==> src/rtl/key_schedule_ctrl.sv <==
// AES-128 round-key sequencer. Walks an external combinational expansion unit through
// the 11 round keys, in forward order for encryption or reverse order for decryption,
// and hands each key to a consumer over a valid/ready handshake.
module key_schedule_ctrl (
  input  logic         i_Clk,
  input  logic         i_Rst,
  input  logic         i_Start,
  input  logic [127:0] i_Key,
  input  logic         i_fDec,
  output logic         o_Busy,
  output logic         o_Done,
  output logic [127:0] o_RoundKey,
  output logic [3:0]   o_Round,
  output logic         o_KeyValid,
  input  logic         i_KeyReady,
  output logic [127:0] o_KE_Key,
  output logic [3:0]   o_KE_Round,
  output logic         o_KE_fDec,
  input  logic [127:0] i_KE_Key
);

  localparam logic [3:0] LastRound = 4'd10;
  localparam logic [3:0] LastPrep  = 4'd9;

  typedef enum logic [1:0] {StIdle, StPrep, StOut} state_e;

  state_e       state_q, state_d;
  logic [127:0] key_q, key_d;
  logic [3:0]   cnt_q, cnt_d;
  logic         dec_q, dec_d;
  logic         done_q, done_d;

  logic out_st;
  logic xfer;

  assign out_st = (state_q == StOut);
  assign xfer   = out_st & i_KeyReady;

  // Next-state logic for the sequencer and its datapath registers.
  always_comb begin
    state_d = state_q;
    key_d   = key_q;
    cnt_d   = cnt_q;
    dec_d   = dec_q;
    done_d  = 1'b0;
    unique case (state_q)
      StIdle: begin
        if (i_Start) begin
          key_d   = i_Key;
          dec_d   = i_fDec;
          cnt_d   = 4'd0;
          state_d = i_fDec ? StPrep : StOut;
        end
      end
      StPrep: begin
        // Run the forward expansion to round 10 so decryption can walk backwards.
        key_d = i_KE_Key;
        if (cnt_q == LastPrep) begin
          cnt_d   = 4'd0;
          state_d = StOut;
        end else begin
          cnt_d = cnt_q + 4'd1;
        end
      end
      StOut: begin
        if (xfer) begin
          if (cnt_q == LastRound) begin
            state_d = StIdle;
            done_d  = 1'b1;
          end else begin
            key_d = i_KE_Key;
            cnt_d = cnt_q + 4'd1;
          end
        end
      end
      default: state_d = StIdle;
    endcase
  end

  // State registers with synchronous reset.
  always_ff @(posedge i_Clk) begin
    if (i_Rst) begin
      state_q <= StIdle;
      key_q   <= '0;
      cnt_q   <= '0;
      dec_q   <= 1'b0;
      done_q  <= 1'b0;
    end else begin
      state_q <= state_d;
      key_q   <= key_d;
      cnt_q   <= cnt_d;
      dec_q   <= dec_d;
      done_q  <= done_d;
    end
  end

  // Outputs come straight from registers; nothing depends on i_Start or i_KeyReady.
  always_comb begin
    o_Busy     = (state_q != StIdle);
    o_Done     = done_q;
    o_KeyValid = out_st;
    o_RoundKey = key_q;
    o_Round    = 4'd0;
    if (out_st) begin
      o_Round = dec_q ? (LastRound - cnt_q) : cnt_q;
    end
    o_KE_Key   = key_q;
    o_KE_Round = cnt_q;
    o_KE_fDec  = out_st & dec_q;
  end

endmodule

==> config.mk <==
export PLATFORM = sky130hd
export DESIGN_NAME = key_schedule_ctrl
export DESIGN_NICKNAME = d
export VERILOG_FILES = /design/src/rtl/key_schedule_ctrl.sv
export SDC_FILE = /design/constraint.sdc
export NUM_CORES = 1
export LEC_CHECK = 0
export CORE_AREA = 2 2 206 208
export CTS_BUF_LIST = sky130_fd_sc_hd__clkbuf_2
export CTS_CLUSTER_SIZE = 16
export DETAILED_ROUTE_END_ITERATION = 10
export DIE_AREA = 0 0 208 210
export PLACE_DENSITY_LB_ADDON = 0.12
export SYNTH_ARGS = -nofsm -noshare
export SYNTH_HDL_FRONTEND = slang
export SYNTH_SLANG_ARGS = --single-unit
==> constraint.sdc <==
create_clock -name i_Clk -period 2.3 [get_ports i_Clk]
set_input_delay 0.23 -clock i_Clk [delete_from_list [all_inputs] [get_ports i_Clk]]
set_output_delay 0.23 -clock i_Clk [all_outputs]
set_load 0.01 [all_outputs]
Fig. 1: run 1, signal wires on met1
The bar under the picture is 50 µm long. Supply wires on this layer in gray.
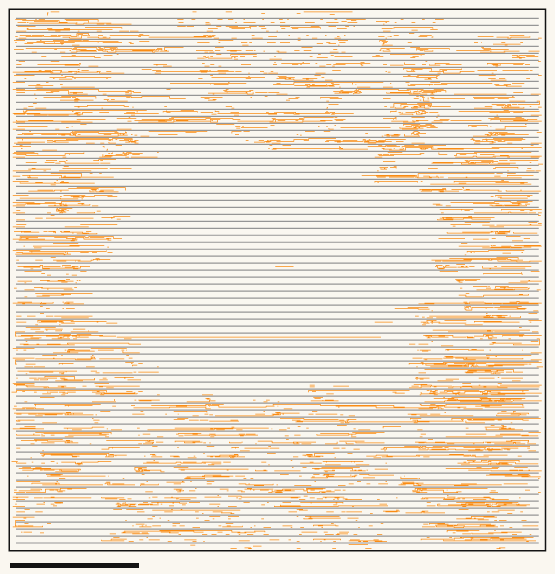
share of all routed wire: 41%
main direction: horizontal
longest straight run: 103 µm
nets with wire on the layer: 1458

Fig. 2: run 1, M2 wires
The bar under the picture is 50 µm long.
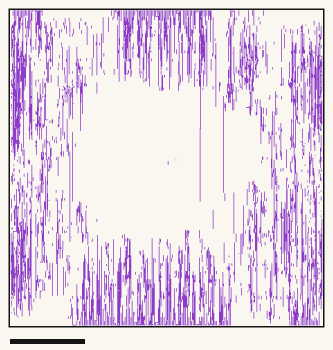
longest straight run: 84.7 µm
wire length on this layer: 16400 µm
share of all routed wire: 51%

Fig. 3: run 1, M3 wires
Cells faint in the background.
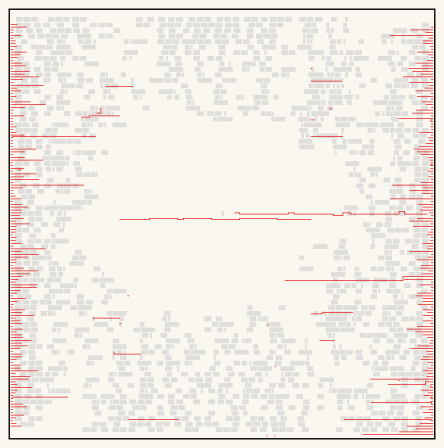
nets with wire on the layer: 301
share of all routed wire: 6.4%

==> CHANGELOG.md, run 1 <==
### Physical design

* Outcome: finished, final reports clean
* Post-cts hold buffer count at around 230
* Instance count after placement with tap cells included at 1687
* Post-synthesis sequential element count at ~140
* Drt drc at 0
* Final standard cell count with taps included and fillers excluded at 1963
* WL met1 at 13190 µm
* Via count of the first global-routing pass at 7995
* Number of pins exceeding their max-slew limit in the final report at 0
* Post-detailed-placement half-perimeter wirelength at 24740 µm
* Layout area overhead at 111.2%
* Final total power at 0.01640 W
* IO Port Bufs at 528
* Dominant comb cell: multiplexers
* Overall track demand over capacity in global routing at 0.1442
* Total vias in the final route at 7755
* Power density over the cells at 1096 nW/µm²
* Transition time at the pin with the least slew margin at around 0.55 ns
* Initial drt markers at 153
* Synth Area per Inst at 9.224 µm²
* # setup viols final at 0
* Final hold viol count at 0
* Post-synth EDFFs at 0
* Total number of warnings across the stage logs at 34
* Path category of the worst min-delay check: input port to flop
* Detailed-routing iteration count for the pre-antenna-repair pass at 4
* Aggregate global routing overflow at 0
* Maximum fanout along the worst path at 9
* Synth area leaders: sky130_fd_sc_hd__dfxtp_1 (38%), sky130_fd_sc_hd__mux2i_1 (18%), sky130_fd_sc_hd__a211oi_1 (14%)
* Origin of the worst min-delay path: i_Key[7]
* Final setup skew at 0.02855 ns
* Headroom to the max-slew limit at 0.6316
* Root Buffer: sky130_fd_sc_hd__clkbuf_2
* Area of the core region at 41480 µm²
* Die Span X at 208 µm
* Synth Area in Compound Gates at 0.1448
* Standard-cell row count at 75
* Pin count of the biggest net entering global routing at 61
* Initial antenna violation count at 1
* Clock insertion delay at the later pin of the skew report at between 0.7 and 0.8 ns
* Clock-pin slew on the worst setup and hold paths at 0.22 ns
* Nets in the synthesized netlist at between 1000 and 1500
* Last weighted congestion value of the routability-driven placer at 0.7568
* Placed Area at 12280 µm²
* Most used flip-flop cell: sky130_fd_sc_hd__dfxtp_1
* Most common cell in the netlist: sky130_fd_sc_hd__dfxtp_1
* Sequential share of the synthesized area at 0.3843
* Detailed-route wire length per cell at ~16 µm
* Final Core Density at 0.3608
* Most frequent cells after synthesis: sky130_fd_sc_hd__dfxtp_1 (136), sky130_fd_sc_hd__nor2_1 (131), sky130_fd_sc_hd__a211oi_1 (129), sky130_fd_sc_hd__mux2i_1 (129), sky130_fd_sc_hd__buf_4 (128)
* TNS Setup at 0 ns
* Worst slack on hold paths at about 0.15 ns
* Worst setup slack before clock tree synthesis at 0.08127 ns
* Number of cells produced by synthesis at between 700 and 800
* Most instantiated logic cells after routing: sky130_fd_sc_hd__clkdlybuf4s50_1 (519), sky130_fd_sc_hd__dlygate4sd3_1 (233), sky130_fd_sc_hd__nor2_1 (131)
* Final cycle utilization of the critical path at 0.9477
* Total leakage power at 5.674 nW
* Area fraction in mux cells at 0.1823
* TritonCTS clock tree: yes
* Xor/xnor share of the synthesized area at 0.002473
* Launching point of the worst reg2reg path: state_q[1]$_SDFFE_PP0P_
* Post-detailed-route via-to-cell ratio at 3.951
* Highest metal layer with signal wires: met4
* Setup repair after global routing missed its margin: true
* Crit path launch type: flop
* Achievable Freq at 458.8 MHz
* Tally of max-capacitance violations at 0
-- run 1: registers in the layout (all words and copies together), names as in the netlist --
signal / flops
o_Done: 1
o_KE_Round: 4
state_q: 2
dec_q: 1
o_KE_Key: 128
-- run 1: critical path, cell delays in order (launching register included) --
cell and delay, ns:
sky130_fd_sc_hd__dfxtp_4 0.41, sky130_fd_sc_hd__inv_1 0.08, sky130_fd_sc_hd__ha_4 0.36, sky130_fd_sc_hd__buf_4 0.15, sky130_fd_sc_hd__buf_4 0.20, sky130_fd_sc_hd__mux2i_1 0.22
sky130_fd_sc_hd__dlygate4sd3_1 0.59, sky130_fd_sc_hd__a211oi_1 0.07
-- run 1: layout make-up --
type / count / area (µm²)
diodes: 1 / 2.502
repair buffers: 810 / 8124
inverters: 6 / 22.52
fillers: 4267 / 26510
clock buffers: 20 / 100.1
clock inverters: 12 / 132.6
flip-flops and latches: 136 / 2734
well taps: 539 / 674.4
multi-input cells: 439 / 3173
-- run 1: final timing paths --
path	slack, ns	to	cells after the start
worst max-delay path	0.12	o_KE_Key[54]$_SDFFE_PP0P_	7
worst min-delay path	0.15	o_KE_Key[7]$_SDFFE_PP0P_	3
worst max register to register	0.12	o_KE_Key[54]$_SDFFE_PP0P_	7
worst min register to register	0.52	o_KE_Round[0]$_SDFFE_PP0P_	2
-- run 1: routing by layer --
layer / global-route usage / vias up
met4: 0.04598 / 0
met2: 0.2615 / 325
met1: 0.1633 / 3526
li1: - / 3883
met5: 0 / -
met3: 0.03993 / 21
-- run 1: report_power, final --
group	total [W]	internal, W	switching, W
clock	0.00154	0.000596	0.000945
combinational	0.0107	0.00626	0.00442
sequential	0.00418	0.00325	0.000933
Fig. 4: run 1, track usage over the die
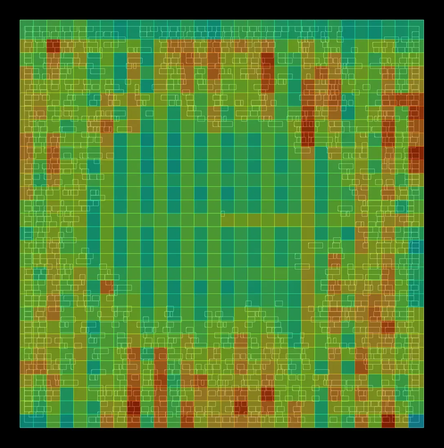

==> inputs of run 2 (changes only) <==
==> constraint.sdc (replaced) <==
create_clock -name i_Clk -period 2.3 [get_ports i_Clk]
set_input_delay 0.345 -clock i_Clk [delete_from_list [all_inputs] [get_ports i_Clk]]
set_output_delay 0.345 -clock i_Clk [all_outputs]
set_load 0.01 [all_outputs]
Fig. 5: run 2, track usage over the die
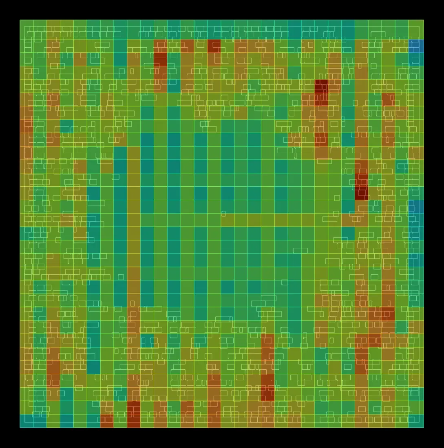
met2 usage: 0.2476
detailed-route wire length per cell: 17.99 µm
met3 layer usage reported by global route: 0.04782

Fig. 6: run 2, M3 wires
Cells faint in the background.
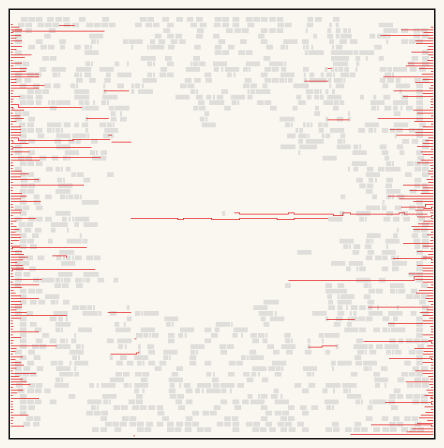
longest straight run: 61.4 µm
wire length on this layer: 2400 µm
nets with wire on the layer: 298
main direction: horizontal

==> CHANGELOG.md, run 2 <==
### Physical design

* Outcome: finished, final reports clean (unchanged)
* Standard-cell row count at 75 (unchanged)
* Post-synthesis sequential element count at 136 (unchanged)
* Most instantiated logic cells after routing: sky130_fd_sc_hd__clkdlybuf4s50_1 (505), sky130_fd_sc_hd__nor2_1 (131), sky130_fd_sc_hd__mux2i_1 (129), sky130_fd_sc_hd__a211oi_1 (129), sky130_fd_sc_hd__dfxtp_1 (103) (was sky130_fd_sc_hd__clkdlybuf4s50_1 (519), sky130_fd_sc_hd__dlygate4sd3_1 (233), sky130_fd_sc_hd__nor2_1 (131))
* # setup viols final at 0 (unchanged)
* Most common cell in the netlist: sky130_fd_sc_hd__dfxtp_1 (unchanged)
* Internal Power at 0.009095 W (was 0.01011 W)
* Nets in the synthesized netlist at 1036 (unchanged)
* Final Core Density at 0.3035 (was 0.3608)
* Most used flip-flop cell: sky130_fd_sc_hd__dfxtp_1 (unchanged)
* Combinational cell fraction of total power at 0.629 (was 0.651)
* Number of filler cells placed in the layout at 4405 (was 4267)
* Post-detailed-route via-to-cell ratio at 3.936 (was 3.951)
* Path category of the worst min-delay check: input port to flop (unchanged)
* Headroom to the max-slew limit at 0.6292 (was 0.6316)
* Sequential share of the synthesized area at 0.3843 (unchanged)
* Worst setup slack before clock tree synthesis at -0.1112 ns (was 0.08127 ns)
* Largest power group: combinational cells (unchanged)
* Largest register FFs at 128 (unchanged)
* Achievable Freq at 460.8 MHz (was 458.8 MHz)
* Clock insertion delay at the later pin of the skew report at 0.79 ns (was 0.77 ns)
* Overall track demand over capacity in global routing at 0.1394 (was 0.1442)
* Post-synth EDFFs at 0 (unchanged)
* Power spent charging and discharging nets at 0.006077 W (was 0.006294 W)
* Crit-path max cell delay at 0.39 ns (was 0.59 ns)
* Final setup skew at 0.04256 ns (was 0.02855 ns)
* Total leakage power at 4.746 nW (was 5.674 nW)
* Worst slack on hold paths at 0.1601 ns (was 0.1516 ns)
* Clock-pin slew on the worst setup and hold paths at 0.23 ns (was 0.22 ns)
* Setup repair after global routing missed its margin: true (unchanged)
* Final standard cell count with taps included and fillers excluded at 1727 (was 1963)
* Area of the core region at 41480 µm² (unchanged)
* Number of cells produced by synthesis at 768 (unchanged)
* Combinational power at 0.00955 W (was 0.0107 W)
* Proportion of total power due to net switching at 0.4005 (was 0.3838)
* Final design instance area without fill at 12590 µm² (was 14960 µm²)
* Maximum fanout along the worst path at 4 (was 9)
* Cell Chain, Critical Path: buf_6, ha_4, nand2_4, xnor2_2, and2_1, buf_2 (was inv_1, ha_4, buf_4, buf_4, mux2i_1, dlygate4sd3_1, a211oi_1)
* Synth area leaders: sky130_fd_sc_hd__dfxtp_1 (38%), sky130_fd_sc_hd__mux2i_1 (18%), sky130_fd_sc_hd__a211oi_1 (14%) (unchanged)
* Post-layout worst setup margin at 0.1300 ns (was 0.1204 ns)
* Tally of max-capacitance violations at 0 (unchanged)
* Last weighted congestion value of the routability-driven placer at 0.7477 (was 0.7568)
* Final cycle utilization of the critical path at 0.9435 (was 0.9477)
* Layout area overhead at 77.71% (was 111.2%)
* Root Buffer: sky130_fd_sc_hd__clkbuf_2 (unchanged)
* Synth Area per Inst at 9.224 µm² (unchanged)
* Instance count after placement with tap cells included at 1691 (was 1687)
* Power dissipated in the clock network at 0.00142 W (was 0.00154 W)
* Crit path launch type: flop (unchanged)
* Kind of cell with the highest combined delay on the critical path: flip-flops (was buffers and inverters)
* Highest-delay cell along the critical path: sky130_fd_sc_hd__dfxtp_2 (was sky130_fd_sc_hd__dlygate4sd3_1)
* Post-detailed-placement half-perimeter wirelength at 25020 µm (was 24740 µm)
* Placed Area at 12280 µm² (about the same)
* Most frequent cells after synthesis: sky130_fd_sc_hd__dfxtp_1 (136), sky130_fd_sc_hd__nor2_1 (131), sky130_fd_sc_hd__a211oi_1 (129), sky130_fd_sc_hd__mux2i_1 (129), sky130_fd_sc_hd__buf_4 (128) (unchanged)
* Pin count of the biggest net entering global routing at 67 (was 61)
* TNS Setup at 0 ns (unchanged)
* Drt drc at 0 (unchanged)
* Clock network fraction of design power at 0.093 (was 0.094)
* Initial drt markers at 164 (was 153)
* IO Port Bufs at 528 (unchanged)
* Total cell area reported by yosys after synthesis at 7084 µm² (unchanged)
* Highest metal layer with signal wires: met4 (unchanged)
* WL met1 at 12640 µm (was 13190 µm)
* TritonCTS clock tree: yes (unchanged)
* Power density over the cells at 1205 nW/µm² (was 1096 nW/µm²)
* Total sequential power at 0.00421 W (was 0.00418 W)
* Total vias in the final route at 6797 (was 7755)
* Detailed-routing iteration count for the pre-antenna-repair pass at 4 (unchanged)
* Die Span X at 208 µm (unchanged)
* Transition time at the pin with the least slew margin at 0.5562 ns (was 0.5527 ns)
* Buffers & Inverters on Critical Path at 2 (was 4)
## run 2: cell counts after synthesis
No cell type changed its count.
## run 2: layout make-up
class                   count  area, µm²  share of cell area
flip-flops and latches    136       2771              0.2201
clock inverters            11      108.9            0.008646
repair buffers            576       5729              0.4551
well taps                 539      674.4             0.05357
diodes                      1      2.502           0.0001988
inverters                   6      22.52            0.001789
clock buffers              19      95.09            0.007553
multi-input cells         439       3186              0.2530
## run 2: path summary, 6_finish.rpt
kind                               from                    endpoint  slack, ns  depth (start not counted)
min reg2reg  o_KE_Round[0]$_SDFFE_PP0P_  o_KE_Round[0]$_SDFFE_PP0P_       0.53                          2
min                          i_Key[102]  o_KE_Key[102]$_SDFFE_PP0P_       0.16                          3
max reg2reg     state_q[0]$_SDFFE_PP0P_  o_KE_Round[3]$_SDFFE_PP0P_       0.15                          7
max          o_KE_Round[1]$_SDFFE_PP0P_                  o_Round[2]       0.13                          6
## run 2: what timing repair did
item                                   CTS  global route
setup endpoints to repair               61            17
endpoints found under the hold margin   17             0
setup buffers                            5             1
pin swaps                                2             4
hold buffers                             1             0
gates resized                           70            13
## run 2: kinds of logic (layout without fill, tap and decap cells)
kind of cell | after synthesis | after routing | share of synthesized area
AOI/OAI and AO/OA | 139 | 139 | 0.1448
xor gates and xnor gates | 2 | 2 | 0.002473
adders and majority gates | 7 | 7 | 0.01236
buffers and inverters | 193 | 612 | 0.1734
DFF | 136 | 136 | 0.3843
muxes | 129 | 129 | 0.1823
other | 0 | 1 | 0
and+or+nand+nor | 162 | 162 | 0.1003
## run 2: layer usage
metal,global-route usage,up-vias
li1,-,3416
met2,0.2476,318
met1,0.1577,3046
met3,0.04782,17
met4,0.04060,0
met5,0,-
Power and IR drop assume default switching activity.
